[config.mk]
export PLATFORM = sky130hd
export DESIGN_NAME = race_referee_flat
export DESIGN_NICKNAME = d
export VERILOG_FILES = /design/src/rtl/race_referee_pkg.sv /design/src/rtl/race_referee_if.sv /design/src/rtl/race_referee_phase_timer.sv /design/src/rtl/race_referee.sv /design/src/flat_wrapper.sv
export SDC_FILE = /design/constraint.sdc
export NUM_CORES = 1
export LEC_CHECK = 0
export CAP_MARGIN = 5
export CORE_MARGIN = 2
export CORE_UTILIZATION = 45
export DETAILED_ROUTE_END_ITERATION = 10
export PLACE_DENSITY = 0.74
export SLEW_MARGIN = 15
export SYNTH_ARGS = -nofsm -noshare
export SYNTH_HDL_FRONTEND = slang
export SYNTH_SLANG_ARGS = --single-unit
[constraint.sdc]
create_clock -name clk -period 10.2 [get_ports clk]
set_input_delay 3.06 -clock clk [delete_from_list [all_inputs] [get_ports clk]]
set_output_delay 3.06 -clock clk [all_outputs]
set_load 0.03 [all_outputs]
[src/rtl/race_referee_pkg.sv]
// Shared types and constants for the Red Light, Green Light round referee.
package race_referee_pkg;

  // Round sequencing states.
  typedef enum logic [2:0] {
    ST_IDLE      = 3'd0,
    ST_COUNTDOWN = 3'd1,
    ST_GREEN     = 3'd2,
    ST_RED       = 3'd3,
    ST_RESULT    = 3'd4
  } state_e;

  // Winner codes as shown on the display.
  typedef enum logic [2:0] {
    WIN_NONE   = 3'd0,
    WIN_PLAYER = 3'd1,
    WIN_AI1    = 3'd2,
    WIN_AI2    = 3'd3,
    WIN_AI3    = 3'd4
  } winner_e;

  localparam int unsigned TIMER_W       = 28;
  localparam logic [9:0]  FINISH_X      = 10'd580;
  localparam logic [9:0]  START_X       = 10'd50;
  localparam logic [3:0]  TALLY_MAX     = 4'd9;
  localparam logic [1:0]  SETTLE_CYCLES = 2'd2;

  // Win tally increment that sticks at the display maximum.
  function automatic logic [3:0] tally_inc(input logic [3:0] tally);
    logic [3:0] nxt;
    if (tally >= TALLY_MAX) begin
      nxt = TALLY_MAX;
    end else begin
      nxt = tally + 4'd1;
    end
    return nxt;
  endfunction

  // First car at or past the finish line, player first, then ai1..ai3.
  function automatic winner_e pick_winner(input logic [9:0] p_x,
                                          input logic [9:0] a1_x,
                                          input logic [9:0] a2_x,
                                          input logic [9:0] a3_x,
                                          input logic [9:0] line_x);
    winner_e w;
    if (p_x >= line_x) begin
      w = WIN_PLAYER;
    end else if (a1_x >= line_x) begin
      w = WIN_AI1;
    end else if (a2_x >= line_x) begin
      w = WIN_AI2;
    end else if (a3_x >= line_x) begin
      w = WIN_AI3;
    end else begin
      w = WIN_NONE;
    end
    return w;
  endfunction

endpackage

[src/rtl/race_referee_if.sv]
// Connection bundle between the referee, the car manager and the display.
interface race_referee_if;
  logic        start;
  logic [15:0] rand_val;
  logic [9:0]  player_x;
  logic [9:0]  ai1_x;
  logic [9:0]  ai2_x;
  logic [9:0]  ai3_x;
  logic        game_active;
  logic        light_green;
  logic        light_red;
  logic [1:0]  countdown;
  logic        round_over;
  logic [2:0]  winner;
  logic        player_out;
  logic [3:0]  player_wins;
  logic [3:0]  ai_wins;

  // Game side: supplies positions/start/random, observes the referee.
  modport master (
    output start, rand_val, player_x, ai1_x, ai2_x, ai3_x,
    input  game_active, light_green, light_red, countdown, round_over,
           winner, player_out, player_wins, ai_wins
  );

  // Referee side.
  modport slave (
    input  start, rand_val, player_x, ai1_x, ai2_x, ai3_x,
    output game_active, light_green, light_red, countdown, round_over,
           winner, player_out, player_wins, ai_wins
  );
endinterface

[src/rtl/race_referee_phase_timer.sv]
// 28-bit restartable up-counter with a terminal-count flag.
module race_referee_phase_timer (
  input  logic        clk,
  input  logic        reset_n,
  input  logic        load_i,
  input  logic        en_i,
  input  logic [27:0] last_i,
  output logic [27:0] count_o,
  output logic        done_o
);

  logic [27:0] count_q;
  logic [27:0] count_d;

  // Next count: load restarts at zero and wins over counting.
  always_comb begin
    count_d = count_q;
    if (load_i) begin
      count_d = 28'd0;
    end else if (en_i) begin
      count_d = count_q + 28'd1;
    end else begin
      count_d = count_q;
    end
  end

  // Count register.
  always_ff @(posedge clk or negedge reset_n) begin
    if (!reset_n) begin
      count_q <= 28'd0;
    end else begin
      count_q <= count_d;
    end
  end

  assign count_o = count_q;
  assign done_o  = (count_q == last_i);

endmodule

[src/rtl/race_referee.sv]
// Round controller and judge: countdown, green/red alternation, finish and
// red-light violation detection, winner and saturating win tallies.
module race_referee #(
  parameter int unsigned COUNT_STEP  = 50_000_000,
  parameter int unsigned GREEN_MIN   = 75_000_000,
  parameter int unsigned RED_MIN     = 50_000_000,
  parameter int unsigned PHASE_STEP  = 6_250_000,
  parameter int unsigned GRACE       = 12_500_000,
  parameter int unsigned RESULT_HOLD = 150_000_000,
  parameter logic [9:0]  FINISH_LINE = race_referee_pkg::FINISH_X
) (
  input logic           clk,
  input logic           reset_n,
  race_referee_if.slave bus
);
  import race_referee_pkg::*;

  localparam logic [27:0] COUNT_LAST = 28'(COUNT_STEP - 32'd1);
  localparam logic [27:0] HOLD_LAST  = 28'(RESULT_HOLD - 32'd1);
  localparam logic [27:0] GRACE_T    = 28'(GRACE);

  state_e      state_q, state_d;
  logic [1:0]  digit_q, digit_d;
  logic [27:0] len_q, len_d;
  logic [1:0]  settle_q, settle_d;
  logic [9:0]  prev_x_q, prev_x_d;
  logic [3:0]  pwins_q, pwins_d;
  logic [3:0]  awins_q, awins_d;
  winner_e     winner_q, winner_d;
  logic        player_out_q, player_out_d;
  logic        game_active_q, game_active_d;
  logic        light_green_q, light_green_d;
  logic        light_red_q, light_red_d;
  logic [1:0]  countdown_q, countdown_d;
  logic        round_over_q, round_over_d;

  logic        ph_load_s, ph_en_s, ph_done_s;
  logic [27:0] ph_last_s, ph_count_s;
  logic        hold_load_s, hold_en_s, hold_done_s;
  logic [27:0] hold_count_unused;
  logic [11:0] rand_low_unused;

  logic [27:0] green_len_s, red_len_s;
  logic        checks_on_s, viol_s, finish_s;
  winner_e     fin_win_s;

  assign rand_low_unused = bus.rand_val[11:0];

  // Next-state, timer control, judging and registered-output decode.
  always_comb begin
    state_d      = state_q;
    digit_d      = digit_q;
    len_d        = len_q;
    pwins_d      = pwins_q;
    awins_d      = awins_q;
    winner_d     = winner_q;
    player_out_d = player_out_q;
    ph_load_s    = 1'b0;
    ph_en_s      = 1'b0;
    hold_load_s  = 1'b0;
    hold_en_s    = 1'b0;

    green_len_s = 28'(GREEN_MIN) + 28'(bus.rand_val[15:12]) * 28'(PHASE_STEP);
    red_len_s   = 28'(RED_MIN)   + 28'(bus.rand_val[15:12]) * 28'(PHASE_STEP);

    if (state_q == ST_COUNTDOWN) begin
      ph_last_s = COUNT_LAST;
    end else begin
      ph_last_s = len_q - 28'd1;
    end

    // Settle window counts down once armed at the first green.
    if (settle_q != 2'd0) begin
      settle_d = settle_q - 2'd1;
    end else begin
      settle_d = settle_q;
    end

    if ((state_q == ST_GREEN) || (state_q == ST_RED)) begin
      prev_x_d = bus.player_x;
    end else begin
      prev_x_d = prev_x_q;
    end

    checks_on_s = (settle_q == 2'd0);
    fin_win_s   = pick_winner(bus.player_x, bus.ai1_x, bus.ai2_x, bus.ai3_x, FINISH_LINE);
    viol_s      = (state_q == ST_RED) && checks_on_s && (ph_count_s >= GRACE_T) &&
                  (bus.player_x > prev_x_q);
    finish_s    = checks_on_s && (fin_win_s != WIN_NONE);

    case (state_q)
      ST_IDLE: begin
        if (bus.start) begin
          state_d   = ST_COUNTDOWN;
          digit_d   = 2'd3;
          ph_load_s = 1'b1;
        end else begin
          state_d = ST_IDLE;
        end
      end
      ST_COUNTDOWN: begin
        ph_en_s = 1'b1;
        if (ph_done_s) begin
          ph_load_s = 1'b1;
          if (digit_q == 2'd1) begin
            state_d  = ST_GREEN;
            digit_d  = 2'd0;
            len_d    = green_len_s;
            settle_d = SETTLE_CYCLES;
          end else begin
            digit_d = digit_q - 2'd1;
          end
        end else begin
          state_d = ST_COUNTDOWN;
        end
      end
      ST_GREEN, ST_RED: begin
        ph_en_s = 1'b1;
        if (viol_s) begin
          state_d      = ST_RESULT;
          winner_d     = WIN_NONE;
          player_out_d = 1'b1;
          awins_d      = tally_inc(awins_q);
          hold_load_s  = 1'b1;
        end else if (finish_s) begin
          state_d     = ST_RESULT;
          winner_d    = fin_win_s;
          hold_load_s = 1'b1;
          if (fin_win_s == WIN_PLAYER) begin
            pwins_d = tally_inc(pwins_q);
          end else begin
            awins_d = tally_inc(awins_q);
          end
        end else if (ph_done_s) begin
          ph_load_s = 1'b1;
          if (state_q == ST_GREEN) begin
            state_d = ST_RED;
            len_d   = red_len_s;
          end else begin
            state_d = ST_GREEN;
            len_d   = green_len_s;
          end
        end else begin
          state_d = state_q;
        end
      end
      ST_RESULT: begin
        hold_en_s = 1'b1;
        if (hold_done_s) begin
          state_d      = ST_IDLE;
          winner_d     = WIN_NONE;
          player_out_d = 1'b0;
        end else begin
          state_d = ST_RESULT;
        end
      end
      default: begin
        state_d = ST_IDLE;
      end
    endcase

    game_active_d = (state_d == ST_GREEN) || (state_d == ST_RED);
    light_green_d = (state_d == ST_GREEN);
    light_red_d   = (state_d == ST_RED);
    round_over_d  = (state_d == ST_RESULT);
    if (state_d == ST_COUNTDOWN) begin
      countdown_d = digit_d;
    end else begin
      countdown_d = 2'd0;
    end
  end

  // Round state, judging registers, tallies and display outputs.
  always_ff @(posedge clk or negedge reset_n) begin
    if (!reset_n) begin
      state_q       <= ST_IDLE;
      digit_q       <= 2'd0;
      len_q         <= 28'd0;
      settle_q      <= 2'd0;
      prev_x_q      <= 10'd0;
      pwins_q       <= 4'd0;
      awins_q       <= 4'd0;
      winner_q      <= WIN_NONE;
      player_out_q  <= 1'b0;
      game_active_q <= 1'b0;
      light_green_q <= 1'b0;
      light_red_q   <= 1'b0;
      countdown_q   <= 2'd0;
      round_over_q  <= 1'b0;
    end else begin
      state_q       <= state_d;
      digit_q       <= digit_d;
      len_q         <= len_d;
      settle_q      <= settle_d;
      prev_x_q      <= prev_x_d;
      pwins_q       <= pwins_d;
      awins_q       <= awins_d;
      winner_q      <= winner_d;
      player_out_q  <= player_out_d;
      game_active_q <= game_active_d;
      light_green_q <= light_green_d;
      light_red_q   <= light_red_d;
      countdown_q   <= countdown_d;
      round_over_q  <= round_over_d;
    end
  end

  race_referee_phase_timer u_phase_timer (
    .clk     (clk),
    .reset_n (reset_n),
    .load_i  (ph_load_s),
    .en_i    (ph_en_s),
    .last_i  (ph_last_s),
    .count_o (ph_count_s),
    .done_o  (ph_done_s)
  );

  race_referee_phase_timer u_hold_timer (
    .clk     (clk),
    .reset_n (reset_n),
    .load_i  (hold_load_s),
    .en_i    (hold_en_s),
    .last_i  (HOLD_LAST),
    .count_o (hold_count_unused),
    .done_o  (hold_done_s)
  );

  assign bus.game_active = game_active_q;
  assign bus.light_green = light_green_q;
  assign bus.light_red   = light_red_q;
  assign bus.countdown   = countdown_q;
  assign bus.round_over  = round_over_q;
  assign bus.winner      = winner_q;
  assign bus.player_out  = player_out_q;
  assign bus.player_wins = pwins_q;
  assign bus.ai_wins     = awins_q;

endmodule

[src/flat_wrapper.sv]
// flat-port wrapper written by rule: the top's interface ports become plain ports
module race_referee_flat import race_referee_pkg::*;
#(
  parameter int unsigned COUNT_STEP  = 50_000_000,
  parameter int unsigned GREEN_MIN   = 75_000_000,
  parameter int unsigned RED_MIN     = 50_000_000,
  parameter int unsigned PHASE_STEP  = 6_250_000,
  parameter int unsigned GRACE       = 12_500_000,
  parameter int unsigned RESULT_HOLD = 150_000_000,
  parameter logic [9:0]  FINISH_LINE = race_referee_pkg::FINISH_X
)
  (clk, reset_n, bus_start, bus_rand_val, bus_player_x, bus_ai1_x, bus_ai2_x, bus_ai3_x, bus_game_active, bus_light_green, bus_light_red, bus_countdown, bus_round_over, bus_winner, bus_player_out, bus_player_wins, bus_ai_wins);
  race_referee_if bus_i ();
  input logic clk;
  input logic reset_n;
  input wire logic [$bits(bus_i.start)-1:0] bus_start;
  input wire logic [$bits(bus_i.rand_val)-1:0] bus_rand_val;
  input wire logic [$bits(bus_i.player_x)-1:0] bus_player_x;
  input wire logic [$bits(bus_i.ai1_x)-1:0] bus_ai1_x;
  input wire logic [$bits(bus_i.ai2_x)-1:0] bus_ai2_x;
  input wire logic [$bits(bus_i.ai3_x)-1:0] bus_ai3_x;
  output wire logic [$bits(bus_i.game_active)-1:0] bus_game_active;
  output wire logic [$bits(bus_i.light_green)-1:0] bus_light_green;
  output wire logic [$bits(bus_i.light_red)-1:0] bus_light_red;
  output wire logic [$bits(bus_i.countdown)-1:0] bus_countdown;
  output wire logic [$bits(bus_i.round_over)-1:0] bus_round_over;
  output wire logic [$bits(bus_i.winner)-1:0] bus_winner;
  output wire logic [$bits(bus_i.player_out)-1:0] bus_player_out;
  output wire logic [$bits(bus_i.player_wins)-1:0] bus_player_wins;
  output wire logic [$bits(bus_i.ai_wins)-1:0] bus_ai_wins;
  assign bus_i.start = bus_start;
  assign bus_i.rand_val = bus_rand_val;
  assign bus_i.player_x = bus_player_x;
  assign bus_i.ai1_x = bus_ai1_x;
  assign bus_i.ai2_x = bus_ai2_x;
  assign bus_i.ai3_x = bus_ai3_x;
  assign bus_game_active = bus_i.game_active;
  assign bus_light_green = bus_i.light_green;
  assign bus_light_red = bus_i.light_red;
  assign bus_countdown = bus_i.countdown;
  assign bus_round_over = bus_i.round_over;
  assign bus_winner = bus_i.winner;
  assign bus_player_out = bus_i.player_out;
  assign bus_player_wins = bus_i.player_wins;
  assign bus_ai_wins = bus_i.ai_wins;
  race_referee #(.COUNT_STEP(COUNT_STEP), .GREEN_MIN(GREEN_MIN), .RED_MIN(RED_MIN), .PHASE_STEP(PHASE_STEP), .GRACE(GRACE), .RESULT_HOLD(RESULT_HOLD), .FINISH_LINE(FINISH_LINE)) u_core (.clk(clk), .reset_n(reset_n), .bus(bus_i));
endmodule
==> images/pins.png <==
Pins as bars across the die edge, other pins in gray.
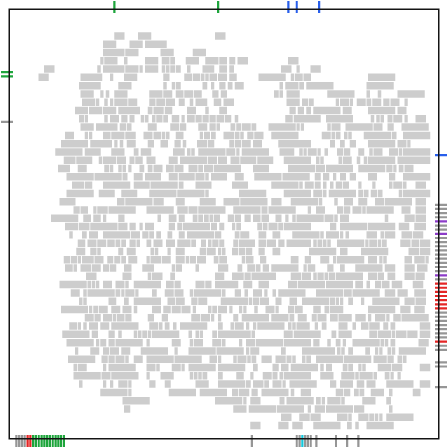
cyan -> bus_light_green  # pins 1, direction output, edge bottom
red -> bus_ai3_x  # pins 10, direction input, edge 8 right, 2 bottom
blue -> bus_ai_wins  # pins 4, direction output, edge 3 top, 1 right
purple -> bus_winner  # pins 3, direction output, edge right
green -> bus_rand_val  # pins 16, direction input, edge 12 bottom, 2 top, 2 left
all pins by edge = 40 right, 29 bottom, 5 top, 3 left

==> images/port_nets.png <==
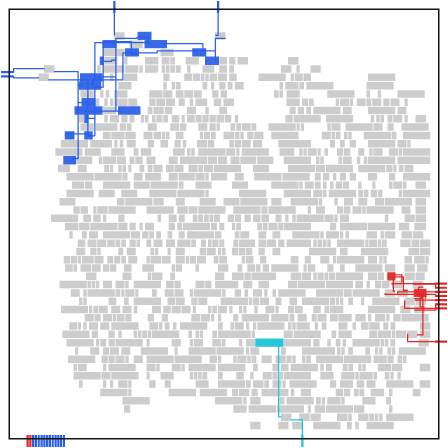
red -> bus_ai3_x  # bits 10, direction input, edge 8 right, 2 bottom, end cells 2, buffers 8, wire 149 µm
cyan -> bus_light_green  # bits 1, direction output, edge bottom, end cells 1, buffers 1, wire 35.0 µm
blue -> bus_rand_val  # bits 16, direction input, edge 12 bottom, 2 top, 2 left, end cells 18, buffers 4, wire 349 µm

==> images/final_placement.png <==
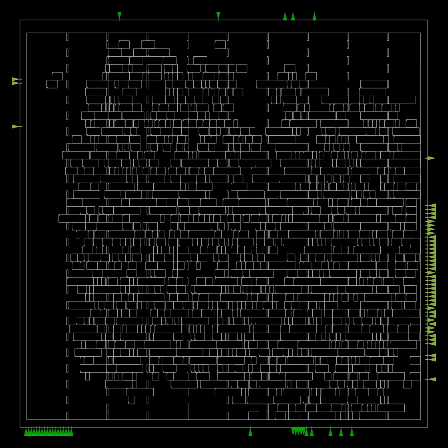
Core Region: 18100 µm²
fin cells: 1229
# Taps: 229
post-layout util: 54.1%
flip-flops: 114

==> flow_summary.yaml <==
# flow metrics
worst_setup_path:
  path_max_fanout: 7
  crit_path_start_kind: "input pin"
  cp_slowest_stage_delay_ns: 0.71
  crit_required_ns: 10.50
power:
  leakage_nw: 4.16
  powerDensity_nw_per_um2: 158
clock_tree:
  ctsResizeCount: 0
  cts_tree: "done"
  cts_made_buffers: 17
  cts_max_level: 4
  clock_path_buffers: 2
  post-cts-setup-buffers: 0
route:
  antenna_left: 0
  via_per_inst: 5.71
  route.vias.total: 7014
  first_iter_violations: 373
timing:
  finalCriticalPeriod_ns: 7.63
  hold_viol_final: 0
  finalSetupViolations: 0
  holdWs_ns: 0.475
  fin_crit_sh_pct: 74.8
  tns_ns: 0
floorplan:
  initial_core_util_pct: 46.3
  dieHeight_um: 140
status:
  status: "completed"
logic_synthesis:
  edf_count: 0
  synth-async-reset-ratio_pct: 100
  ys_cells: 938
  yosysTopAreaCell: "dfrtp_1"
  area_leaders: "dfrtp_1, ha_1, xnor2_1"
  avgSynthCellArea_um2: 8.93
  synthFlopType: "dfrtp_1"
  netlist_area_um2: 8370
worst_hold_path:
  worstHoldPathType: "reg -> reg"
placed_design:
  dpl_worst_slack_ns: 2.15
  placed_area_um2: 9140
  io_buffer_count: 58
  gp_congestion: 0.870
cells_and_area:
  syn_to_final_growth_pct: 16.8
  final_area_um2: 9780
  finalNetCount: 1101
worst max-delay path: cells and delay by family:
family / cells / cell delay (ns)
AND-OR/OR-AND: 6 / 1.55
buffers and inverters: 3 / 0.80
adder cells (fa/ha/maj): 3 / 1.58
multiplexers: 1 / 0.27
XOR/XNOR: 2 / 0.26
AND/OR/NAND/NOR: 1 / 0.41
registers in the layout (all words and copies together), names as in the netlist:
register / flops
u_core.bus.ai_wins: 4
u_core.bus.countdown: 2
u_core.bus.game_active: 1
u_core.bus.light_green: 1
u_core.bus.light_red: 1
u_core.bus.player_out: 1
u_core.bus.player_wins: 4
u_core.bus.round_over: 1
u_core.bus.winner: 3
u_core.digit_q: 2
u_core.len_q: 23
u_core.prev_x_q: 10
u_core.settle_q: 2
u_core.state_q: 3
u_core.u_hold_timer.count_o: 28
u_core.u_phase_timer.count_o: 28
cell usage in the layout, fill, tap and decap left out, drive strengths merged, types with 7 or more instances in the layout:
cell	Yosys	layout
nand2b	14	14
nand2	90	90
mux2	21	21
nand4	23	23
o22ai	8	8
o21a	7	7
ha	47	47
dfrtp	114	114
o21ai	36	36
or4	8	8
nor4	20	20
a211oi	8	8
xnor2	50	50
mux2i	16	16
nor2	108	108
clkbuf	26	18
a21oi	33	33
xor2	44	44
or3	9	9
nor3	25	25
and3	14	14
o211ai	7	7
fa	8	8
nand3	23	23
clkdlybuf4s50	0	57
nor2b	8	8
buf	9	8
or2	9	9
o31ai	9	9
inv	50	53
cell type report:
class,count,area (µm²)
clock inverter,14,201
timing repair buffer,65,631
inverter,50,188
fill,1621,8310
clock buffer,18,439
sequential,114,2850
tap,229,287
multi-input combinational,739,5180
where the power goes:
part	switching [mW]	internal (mW)	total, mW
Clock	0.225	0.418	0.643
Combinational	0.219	0.177	0.396
Sequential	0.0302	0.473	0.503
kinds of logic after synthesis:
group / count (synthesis) / synth area share (%)
AND-OR/OR-AND: 173 / 14.3
XOR/XNOR: 96 / 10.4
adder cells (fa/ha/maj): 55 / 8.93
buffers and inverters: 85 / 4.12
flip-flops: 114 / 34.1
multiplexers: 37 / 5.45
AND/OR/NAND/NOR: 378 / 22.7
metal layers:
layer,wire length (µm),vias to the layer above,GRT usage [%]
li1,-,3447,-
met1,8750,3401,24.8
met2,9040,146,33.2
met3,688,20,3.97
met4,213,0,5.42
met5,0,-,0
path summary, 6_finish.rpt:
| check | startpoint | to | slack (ns) | cells past startpoint |
|---|---|---|---|---|
| max | bus_rand_val[14] | u_core.len_q[26]$_DFFE_PN0P_ | 2.57 | 16 |
| min | u_core.bus.winner[2]$_DFFE_PN0P_ | u_core.bus.winner[2]$_DFFE_PN0P_ | 0.48 | 2 |
| min reg2reg | u_core.bus.winner[2]$_DFFE_PN0P_ | u_core.bus.winner[2]$_DFFE_PN0P_ | 0.48 | 2 |
| max reg2reg | u_core.len_q[9]$_DFFE_PN0P_ | u_core.len_q[19]$_DFFE_PN0P_ | 4.99 | 10 |
| min in group asynchronous | reset_n | u_core.prev_x_q[5]$_DFFE_PN0N_ | 2.67 | 1 |
| max in group asynchronous | reset_n | u_core.len_q[15]$_DFFE_PN0P_ | 6.25 | 2 |
Power and IR drop assume default switching activity.
